File: config.mk
export PLATFORM = sky130hd
export DESIGN_NAME = vga_frame_monitor
export DESIGN_NICKNAME = d
export VERILOG_FILES = /design/src/rtl/vga_frame_monitor.sv
export SDC_FILE = /design/constraint.sdc
export NUM_CORES = 1
export LEC_CHECK = 0
export CORE_UTILIZATION = 40
export DETAILED_ROUTE_END_ITERATION = 7
export PLACE_DENSITY = 0.7
export SLEW_MARGIN = 20
export SYNTH_ARGS = -nofsm -noshare
export SYNTH_HDL_FRONTEND = slang
export SYNTH_SLANG_ARGS = --single-unit
File: constraint.sdc
create_clock -name clk -period 4.1 [get_ports clk]
set_input_delay 0.41 -clock clk [delete_from_list [all_inputs] [get_ports clk]]
set_output_delay 0.41 -clock clk [all_outputs]
set_load 0.03 [all_outputs]
File: src/rtl/vga_frame_monitor.sv
// vga_frame_monitor: receive-side checker for a VGA timing stream.
// Re-derives pixel/line/frame timing from the tapped VGA signals, locks after
// LOCK_FRAMES consecutive good frames, and reports the bounding box of pixels
// that match TARGET_RGB.
// Optional feature macro: VGA_MON_CHECKSUM_EN (adds the per-frame frame_chk output).
module vga_frame_monitor #(
    parameter int          H_ACTIVE    = 640,
    parameter int          H_TOTAL     = 800,
    parameter int          HS_WIDTH    = 96,
    parameter int          V_ACTIVE    = 480,
    parameter int          V_TOTAL     = 525,
    parameter int          LOCK_FRAMES = 2,
    parameter logic [23:0] TARGET_RGB  = 24'hFFFFFF
) (
    input  logic        clk,
    input  logic        rst,
    input  logic        vga_clk,
    input  logic        hsync,
    input  logic        vsync,
    input  logic        blank_n,
    input  logic [7:0]  r,
    input  logic [7:0]  g,
    input  logic [7:0]  b,
    output logic        locked,
    output logic        timing_err,
    output logic [15:0] frame_cnt,
    output logic        box_valid,
    output logic        box_found,
    output logic [9:0]  box_x_min,
    output logic [9:0]  box_x_max,
    output logic [9:0]  box_y_min,
    output logic [9:0]  box_y_max
`ifdef VGA_MON_CHECKSUM_EN
    ,
    output logic [15:0] frame_chk
`endif
);

    typedef enum logic [1:0] {
        ST_SEARCH  = 2'd0,
        ST_MEASURE = 2'd1,
        ST_LOCKED  = 2'd2
    } state_t;

    // Line length and HS width are checked as "last index" because the
    // counters restart at 0 on the strobe that closes the line.
    localparam logic [10:0] LP_H_LAST  = 11'(H_TOTAL - 1);
    localparam logic [10:0] LP_HS_LAST = 11'(HS_WIDTH - 1);
    localparam logic [10:0] LP_WD      = 11'(2 * H_TOTAL);
    localparam logic [9:0]  LP_H_ACT   = 10'(H_ACTIVE);
    localparam logic [9:0]  LP_V_TOT   = 10'(V_TOTAL);
    localparam logic [9:0]  LP_V_ACT   = 10'(V_ACTIVE);
    localparam logic [7:0]  LP_LOCK    = 8'(LOCK_FRAMES);

    // Saturating increment so runaway counters never wrap into a false match.
    function automatic logic [9:0] sat_inc10(input logic [9:0] v);
        return (v == 10'h3FF) ? v : v + 10'd1;
    endfunction

    function automatic logic [10:0] sat_inc11(input logic [10:0] v);
        return (v == 11'h7FF) ? v : v + 11'd1;
    endfunction

    // capture stage
    logic        r_vclk, r_vclk_d, r_hs, r_vs, r_bn;
    logic [23:0] r_rgb;
    // strobe-domain state
    logic        r_hs_prev, r_vs_prev, r_frame_bad;
    logic [10:0] r_h_cnt, r_hs_lo;
    logic [9:0]  r_ax, r_ay, r_v_cnt;
    logic        r_hit;
    logic [9:0]  r_run_x_min, r_run_x_max, r_run_y_min, r_run_y_max;
    state_t      r_state;
    logic [7:0]  r_good_cnt;
    // outputs
    logic        r_locked, r_err, r_box_valid, r_box_found;
    logic [15:0] r_frame_cnt;
    logic [9:0]  r_x_min, r_x_max, r_y_min, r_y_max;

    logic        w_pix_en, w_hs_fall, w_vs_fall, w_line_act, w_line_bad;
    logic        w_bad_close, w_frame_good, w_target, w_watchdog, w_emit;
    logic [9:0]  w_v_close, w_ay_close;

    // Register every VGA input once; keep the previous vga_clk for edge detect.
    always_ff @(posedge clk or negedge rst) begin
        if (!rst) begin
            r_vclk   <= 1'b0;
            r_vclk_d <= 1'b0;
            r_hs     <= 1'b0;
            r_vs     <= 1'b0;
            r_bn     <= 1'b0;
            r_rgb    <= 24'h000000;
        end else begin
            r_vclk   <= vga_clk;
            r_vclk_d <= r_vclk;
            r_hs     <= hsync;
            r_vs     <= vsync;
            r_bn     <= blank_n;
            r_rgb    <= {r, g, b};
        end
    end

    // Strobe, sync edges, line verdict and the frame verdict as seen at this strobe.
    always_comb begin
        w_pix_en     = r_vclk & ~r_vclk_d;
        w_hs_fall    = r_hs_prev & ~r_hs;
        w_vs_fall    = r_vs_prev & ~r_vs;
        w_line_act   = (r_ax != 10'd0);
        w_line_bad   = (r_h_cnt != LP_H_LAST) || (r_hs_lo != LP_HS_LAST) ||
                       (w_line_act && (r_ax != LP_H_ACT));
        // The line closes before the frame when both syncs fall together.
        w_v_close    = w_hs_fall ? sat_inc10(r_v_cnt) : r_v_cnt;
        w_ay_close   = (w_hs_fall && w_line_act) ? sat_inc10(r_ay) : r_ay;
        w_bad_close  = r_frame_bad | (w_hs_fall & w_line_bad);
        w_frame_good = !w_bad_close && (w_v_close == LP_V_TOT) && (w_ay_close == LP_V_ACT);
        w_target     = r_bn && (r_rgb == TARGET_RGB);
        w_watchdog   = (r_state != ST_SEARCH) && (r_h_cnt >= LP_WD);
        w_emit       = w_pix_en && w_vs_fall && w_frame_good && !w_watchdog &&
                       ((r_state == ST_MEASURE) || (r_state == ST_LOCKED));
    end

    // Pixel/line/frame counters, advancing once per pixel strobe.
    always_ff @(posedge clk or negedge rst) begin
        if (!rst) begin
            r_hs_prev   <= 1'b0;
            r_vs_prev   <= 1'b0;
            r_h_cnt     <= 11'd0;
            r_hs_lo     <= 11'd0;
            r_ax        <= 10'd0;
            r_ay        <= 10'd0;
            r_v_cnt     <= 10'd0;
            r_frame_bad <= 1'b0;
        end else if (w_pix_en) begin
            r_hs_prev <= r_hs;
            r_vs_prev <= r_vs;
            if (w_hs_fall) begin
                r_h_cnt <= 11'd0;
                r_hs_lo <= 11'd0;
                r_ax    <= 10'd0;
            end else begin
                r_h_cnt <= sat_inc11(r_h_cnt);
                r_hs_lo <= r_hs ? r_hs_lo : sat_inc11(r_hs_lo);
                r_ax    <= r_bn ? sat_inc10(r_ax) : r_ax;
            end
            r_v_cnt     <= w_vs_fall ? 10'd0 : w_v_close;
            r_ay        <= w_vs_fall ? 10'd0 : w_ay_close;
            r_frame_bad <= w_vs_fall ? 1'b0 : w_bad_close;
        end
    end

    // Running bounding box of target-coloured active pixels, cleared per frame.
    always_ff @(posedge clk or negedge rst) begin
        if (!rst) begin
            r_hit       <= 1'b0;
            r_run_x_min <= 10'd0;
            r_run_x_max <= 10'd0;
            r_run_y_min <= 10'd0;
            r_run_y_max <= 10'd0;
        end else if (w_pix_en) begin
            if (w_vs_fall) begin
                r_hit       <= 1'b0;
                r_run_x_min <= 10'd0;
                r_run_x_max <= 10'd0;
                r_run_y_min <= 10'd0;
                r_run_y_max <= 10'd0;
            end else if (w_target) begin
                r_hit       <= 1'b1;
                r_run_x_min <= (!r_hit || (r_ax < r_run_x_min)) ? r_ax : r_run_x_min;
                r_run_x_max <= (!r_hit || (r_ax > r_run_x_max)) ? r_ax : r_run_x_max;
                r_run_y_min <= (!r_hit || (r_ay < r_run_y_min)) ? r_ay : r_run_y_min;
                r_run_y_max <= (!r_hit || (r_ay > r_run_y_max)) ? r_ay : r_run_y_max;
            end
        end
    end

    // Lock state machine: search for a frame start, measure, then supervise.
    always_ff @(posedge clk or negedge rst) begin
        if (!rst) begin
            r_state    <= ST_SEARCH;
            r_good_cnt <= 8'd0;
            r_locked   <= 1'b0;
            r_err      <= 1'b0;
        end else if (w_pix_en) begin
            if (w_watchdog) begin
                r_state    <= ST_SEARCH;
                r_good_cnt <= 8'd0;
                r_locked   <= 1'b0;
                r_err      <= 1'b1;
            end else if (w_vs_fall) begin
                case (r_state)
                    ST_SEARCH: begin
                        r_state    <= ST_MEASURE;
                        r_good_cnt <= 8'd0;
                    end
                    ST_MEASURE: begin
                        if (!w_frame_good) begin
                            r_good_cnt <= 8'd0;
                        end else if ((r_good_cnt + 8'd1) >= LP_LOCK) begin
                            r_state    <= ST_LOCKED;
                            r_good_cnt <= 8'd0;
                            r_locked   <= 1'b1;
                        end else begin
                            r_good_cnt <= r_good_cnt + 8'd1;
                        end
                    end
                    ST_LOCKED: begin
                        if (!w_frame_good) begin
                            r_state  <= ST_SEARCH;
                            r_locked <= 1'b0;
                            r_err    <= 1'b1;
                        end
                    end
                    default: begin
                        r_state    <= ST_SEARCH;
                        r_good_cnt <= 8'd0;
                        r_locked   <= 1'b0;
                    end
                endcase
            end
        end
    end

    // Per-good-frame reporting: count, one-cycle valid pulse, latched box.
    always_ff @(posedge clk or negedge rst) begin
        if (!rst) begin
            r_frame_cnt <= 16'd0;
            r_box_valid <= 1'b0;
            r_box_found <= 1'b0;
            r_x_min     <= 10'd0;
            r_x_max     <= 10'd0;
            r_y_min     <= 10'd0;
            r_y_max     <= 10'd0;
        end else begin
            r_box_valid <= w_emit;
            if (w_emit) begin
                r_frame_cnt <= r_frame_cnt + 16'd1;
                r_box_found <= r_hit;
                if (r_hit) begin
                    r_x_min <= r_run_x_min;
                    r_x_max <= r_run_x_max;
                    r_y_min <= r_run_y_min;
                    r_y_max <= r_run_y_max;
                end
            end
        end
    end

`ifdef VGA_MON_CHECKSUM_EN
    logic [15:0] r_chk, r_frame_chk;

    // Rotating XOR signature over every active pixel, reported for good frames.
    always_ff @(posedge clk or negedge rst) begin
        if (!rst) begin
            r_chk       <= 16'h0000;
            r_frame_chk <= 16'h0000;
        end else begin
            if (w_emit) begin
                r_frame_chk <= r_chk;
            end
            if (w_pix_en) begin
                if (w_vs_fall) begin
                    r_chk <= 16'h0000;
                end else if (r_bn) begin
                    r_chk <= {r_chk[14:0], r_chk[15]} ^ {r_rgb[23:16], r_rgb[15:8] ^ r_rgb[7:0]};
                end
            end
        end
    end

    assign frame_chk = r_frame_chk;
`endif

    assign locked     = r_locked;
    assign timing_err = r_err;
    assign frame_cnt  = r_frame_cnt;
    assign box_valid  = r_box_valid;
    assign box_found  = r_box_found;
    assign box_x_min  = r_x_min;
    assign box_x_max  = r_x_max;
    assign box_y_min  = r_y_min;
    assign box_y_max  = r_y_max;

endmodule

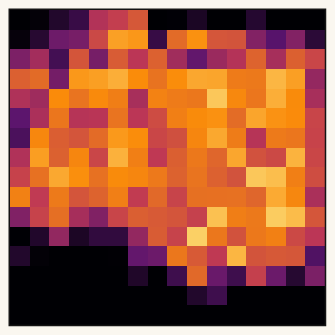
run_1/cell_density.png
Drawn at 2 px/um. The die is cut into 16 by 16 equal tiles; black is low, pale yellow is high, 0 to 100% covered.
fullest tile = 90%
tiles over 75% full = 13%
emptiest ninth of the die = bottom left
nearly empty tiles = 21%
mean over tiles = 45%

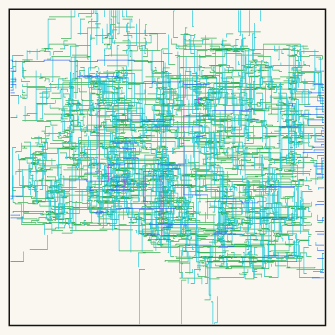
run_1/wires.png
Drawn at 2 px/um.
magenta -> metal 4  # wire length 241 um
cyan -> metal 2  # wire length 9940 um
green -> metal 1  # wire length 10100 um
blue -> metal 3  # wire length 1060 um
Routed WL per cell: 15.70 um
via count: 7360
total global-route track usage: 0.1828
final WL: 21.39 mm

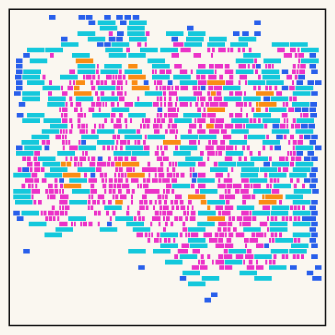
run_1/placement_by_type.png
Drawn at 2 px/um.
cyan -> flops  # cells 195
orange -> clock drivers and dummy loads  # cells 32
blue -> other buffers and delay cells  # cells 104
magenta -> combinational and other logic  # cells 713

==> changes_impl.md, run 1 <==
### Changed

* Status: completed
* Met2 WL at 9.944 mm
* Rel. slew slack at 0.3238
* Largest register by flop count: r_rgb
* Cell Chain, Critical Path: ha_1 > nand3_1 > or4_4 > o41a_1 > or3b_1 > nor4_4 > nand4_4 > or2_1 > buf_4 > o21ai_0
* Yosys simple share at 0.1690
* Fillers at 2226
* Clock-cell share at 0.04815
* Die height at 157.3 um
* Largest net degree at the start of global routing at 123
* Worst Hold Class: in -> async
* Clock root cell: clkbuf_16
* Insertion Delay late pin at 0.43 ns
* GR Util met3 at 0.03772
* Total negative slack at 0 ns
* Internal power at 3.193 mW
* Register area at 4880 um2
* RSZ-0062 raised after global routing: false
* Final Hold Viols at 0
* Nets at 1112
* Die Size at 24750 um2
* TritonCTS buffer count at 17
* Met3 wire len at 1.058 mm
* Tap cells at 319
* Reg clk slew, reported paths at 0.07 ns
* H-tree Lvls at 4
* Commonest flop: dfrtp_1
* Clock buffers at 21
* Syn Inst Count at 945
* Sequential group share of total power at 0.483
* Most frequent logic cell in the layout: dfrtp_1
* Top area cell types: dfrtp_1 51%, ha_1 6.6%, o21ai_0 5.5%, mux2_2 5.0%, nor2_1 2.7%
* Slew @ Worst Pin at 1.014 ns
* Synth Area in Adders at 0.06611
* Endpoints failing setup at 0
* Yosys top cell by instances: dfrtp_1
* Worst path top cell family by delay: simple AND/OR/NAND/NOR gates
* Clock Skews at 0.01060 ns
* Critical path startpoint: r_v_cnt[0]
* First-pass DRT Iterations at 5
* Sequential share of cell area at 0.4249
* Final GP Congestion at 0.9075
* WL met1 at 10.15 mm
* OpenROAD warning count at 34
* Critical path type: reg -> reg
* Most frequent cells in the layout: 195 x dfrtp_1, 106 x o21ai_0, 88 x clkdlybuf4s50_1, 69 x nor2_1, 58 x nand2_1
* XOR/XNOR Fraction of Synth Area at 0.03721
* DR iter-0 viols at 462
* Min Tclk post-route at 3.586 ns
* Area occupied by multi-input gates at 4427 um2
* Port bufs at 89
* Setup Buffers After CTS at 0
* FP Rows at 56
* Post-synthesis sequential area ratio at 0.5056
* Complex Gates by Area at 0.1268
* Vias per cell at 5.400
* Largest stage delay, worst path at 0.53 ns
* Setup ws final at 0.5141 ns
* Number of I/O pins at 90
* Die X at 157.3 um
* Non-CTS buffers at 104
* Comb area share at 0.3854
* CP Launch Type: flip-flop
* Largest cell class by area: registers
* Switching Share at 0.2811
* Critical Path AT at 3.93 ns
* Top cell area share at 0.5056
* Initial Utilization at 0.4100
* Synth mux share at 0.05795
* Comb power frac at 0.165
* Layout cells sized above 1 at 0.09674
* Max-cap viol count at 0
* Yosys top cell by area: dfrtp_1
* Antenna Nets Post-Route at 0
* Met2 Resource Use GR at 0.2922
* Critical Path Fanout Max at 20
* Area Growth Syn to Fin at 18.99%
* CP max stage cell: or2_1
* DR DRC count at 0
* Overflow after GRT at 0
* Pwr dens at 386.7 nW/um2
* Buffering overhead at 0.08879
* Mean Syn Cell Area at 10.21 um2
* PostCTS Resize Cnt at 0
* Top cells by instance count after synthesis: 195 x dfrtp_1, 106 x o21ai_0, 70 x nor2_1
* Non-clk invs at 55
* Post-synth EDFFs at 0
* Syn Std Cell Area at 9652 um2
* Met1 Use GR at 0.2523
* Core ar. at 23540 um2
* Post-DP HPWL at 14.97 mm
* Hold buffer count at cts at 0
* Crit path capture type: flip-flop
* Antenna violations before repair at 0
* Worst vdd ir at 0.2152 mV
* CTS tree: built
* Diodes inserted at 0
* Setup slack, reg-to-reg at 0.51 ns
* Clk buf depth at 2
* Synth Net Count at 1026
* Setup crit end: box_y_max[5]
* Max reg flops at 24
* FF-to-FF path depth at 10
* Vias in the first global route at 7219
* Top comb family, area: simple AND/OR/NAND/NOR gates
* Gr busiest metal: met2
* Worst path buffer plus inverter count at 1
* First-pass GRT wire length at 35.78 mm
* Yosys stat area at 9652 um2
* Async set-reset flop share out of synthesis at 1.000
* Synth cell types at 60
* Ys Warns at 0
* Ys cells at 945
* Flops at 195
* Sw power at 1.248 mW
* Fin area at 11480 um2
* Reg2reg start: r_v_cnt[0]
* Top sig layer: met4
* RR Endpoint: box_y_max[5]
* Synth flops at 195
* P_leak at 5.072 nW
* Fmax at 278.9 MHz
* Fin crit share at 0.8746
* Area after DPL at 10930 um2
* Clock power frac at 0.352
* Final Max-Slew Violation Tally at 0
* CP Depth at 10
* MI comb cells at 658
* Worst EP required at 4.44 ns
* Post-place setup slack at 0.5324 ns
* CTS Sinks at 195
## run 1: stage by stage
step	util	hold slack (ns)	power (mW)	cells
floorplan	-	0.1144	2.660	945
global placement	0.4638	0.3784	2.887	1331
detailed placement	0.4641	0.3843	2.904	1331
CTS	0.4876	0.1696	4.485	1363
global route	0.4878	0.1846	4.686	1363
finish	0.4878	0.07979	4.441	1363
## run 1: power groups by stage
stage	Clock, mW	Combinational [mW]	Sequential, mW
6_report	1.56	0.732	2.14
5_1_grt	1.69	0.829	2.16
4_1_cts	1.61	0.732	2.14
3_5_place_dp	0	0.722	2.18
3_3_place_gp	0	0.711	2.18
2_1_floorplan	0	0.509	2.15
--- run 2 (diff from run 1) ---
TNS_END_PERCENT = 50   (was default)
==> changes_impl.md, run 2 <==
### Changed

* Complex Gates by Area at 0.1268
* Layout Cells excl Fill at 1363
* Post-synthesis sequential area ratio at 0.5056
* Port bufs at 89
* Top cells by instance count after synthesis: 195 x dfrtp_1, 106 x o21ai_0, 70 x nor2_1
* Comb area share at 0.3854
* Endpoints failing setup at 0
* Antenna violations before repair at 0
* Syn Inst Count at 945
* Synth Area in Adders at 0.06611
* Mean Syn Cell Area at 10.21 um2
* CTS Sinks at 195
* RSZ-0062 raised after global routing: false
* Area after DPL at 10930 um2
* Ys cells at 945
* Synth mux share at 0.05795
* Clock Skews at 0.01060 ns
* Top cell area share at 0.5056
* Diodes inserted at 0
* P_leak at 5.072 nW
* Initial Utilization at 0.4100
* Min Tclk post-route at 3.586 ns
* Most frequent cells in the layout: 195 x dfrtp_1, 106 x o21ai_0, 88 x clkdlybuf4s50_1, 69 x nor2_1, 58 x nand2_1
* Clock root cell: clkbuf_16
* Setup crit end: box_y_max[5]
* Number of I/O pins at 90
* Yosys stat area at 9652 um2
* Final Core Density at 0.4878
* Hold buffer count at cts at 0
* Buffering overhead at 0.08879
* Layout cells sized above 1 at 0.09674
* DR DRC count at 0
* Overflow after GRT at 0
* Clock-cell share at 0.04815
* Fin area at 11480 um2
* Critical path type: reg -> reg
* Via count at 7360
* Final Max-Slew Violation Tally at 0
* Largest cell class by area: registers
* MI comb cells at 658
* Final GP Congestion at 0.9075
* Internal power at 3.193 mW
* TritonCTS buffer count at 17
* Async set-reset flop share out of synthesis at 1.000
* Synth cell types at 60
* Setup slack, reg-to-reg at 0.51 ns
* Placed Cells at 1331
* Routed WL per cell at 15.70 um
* Pwr dens at 386.7 nW/um2
* Comb power frac at 0.165
* Switching Share at 0.2811
* Worst path buffer plus inverter count at 1
* Final WL at 21.39 mm
* Sw power at 1.248 mW
* Worst EP required at 4.44 ns
* Top comb family, area: simple AND/OR/NAND/NOR gates
* OpenROAD warning count at 34
* CP Launch Type: flip-flop
* Die Size at 24750 um2
* Max reg flops at 24
* Rel. slew slack at 0.3238
* Worst path top cell family by delay: simple AND/OR/NAND/NOR gates
* Yosys top cell by instances: dfrtp_1
* RR Endpoint: box_y_max[5]
* Die height at 157.3 um
* Worst vdd ir at 0.2152 mV
* Reg2reg start: r_v_cnt[0]
* Slew @ Worst Pin at 1.014 ns
* Fin crit share at 0.8746
* Largest register by flop count: r_rgb
* Commonest flop: dfrtp_1
* Critical path startpoint: r_v_cnt[0]
* Non-clk invs at 55
* Ys Warns at 0
* Post-synth EDFFs at 0
* FF-to-FF path depth at 10
* Fillers at 2226
* Area Growth Syn to Fin at 18.99%
* CP Depth at 10
* Post-DP HPWL at 14.97 mm
* Max-cap viol count at 0
* Status: completed
* Clock buffers at 21
* Total power at 4.441 mW
* FP Rows at 56
* Sequential share of cell area at 0.4249
* Synth Net Count at 1026
* Total negative slack at 0 ns
* Non-CTS buffers at 104
* DR iter-0 viols at 462
* Register area at 4880 um2
* Die X at 157.3 um
* Cell Chain, Critical Path: ha_1 > nand3_1 > or4_4 > o41a_1 > or3b_1 > nor4_4 > nand4_4 > or2_1 > buf_4 > o21ai_0
* Setup ws final at 0.5141 ns
* PostCTS Resize Cnt at 0
-- run 2: cell counts after synthesis --
No cell type changed its count.
-- run 2: power groups by stage --
| stage | logic [mW] | registers (mW) | clock network (mW) |
|---|---|---|---|
| 6_report | 0.732 | 2.14 | 1.56 |
| 2_1_floorplan | 0.509 | 2.15 | 0 |
| 5_1_grt | 0.829 | 2.16 | 1.69 |
| 3_3_place_gp | 0.711 | 2.18 | 0 |
| 3_5_place_dp | 0.722 | 2.18 | 0 |
| 4_1_cts | 0.732 | 2.14 | 1.61 |
-- run 2: layer usage --
layer / up-vias / GRT usage / share of wire
met5: - / 0 / 0
met4: 0 / 0.04577 / 0.011
met3: 25 / 0.03772 / 0.049
met2: 209 / 0.2922 / 0.46
met1: 3598 / 0.2523 / 0.47
li1: 3528 / - / -
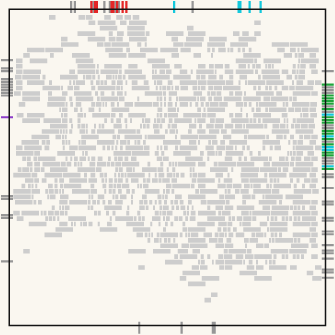
run_2/io_placement.png
Drawn at 2 px/um. Pins as bars across the die edge, other pins in gray.
green -> frame_cnt  # pins 16, direction output, edge right
purple -> blank_n  # pins 1, direction input, edge left
cyan -> box_x_min  # pins 10, direction output, edge 5 top, 5 right
red -> b  # pins 8, direction input, edge top

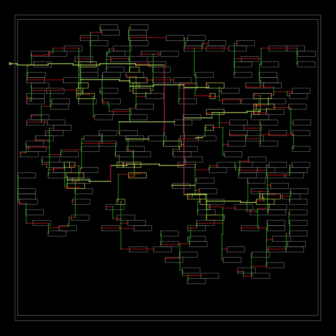
run_2/clocks.png
Insertion Delay late pin: 0.43 ns
Clock Power: 1.56 mW

Power figures rest on the tool's default switching activity, not on a simulated workload.
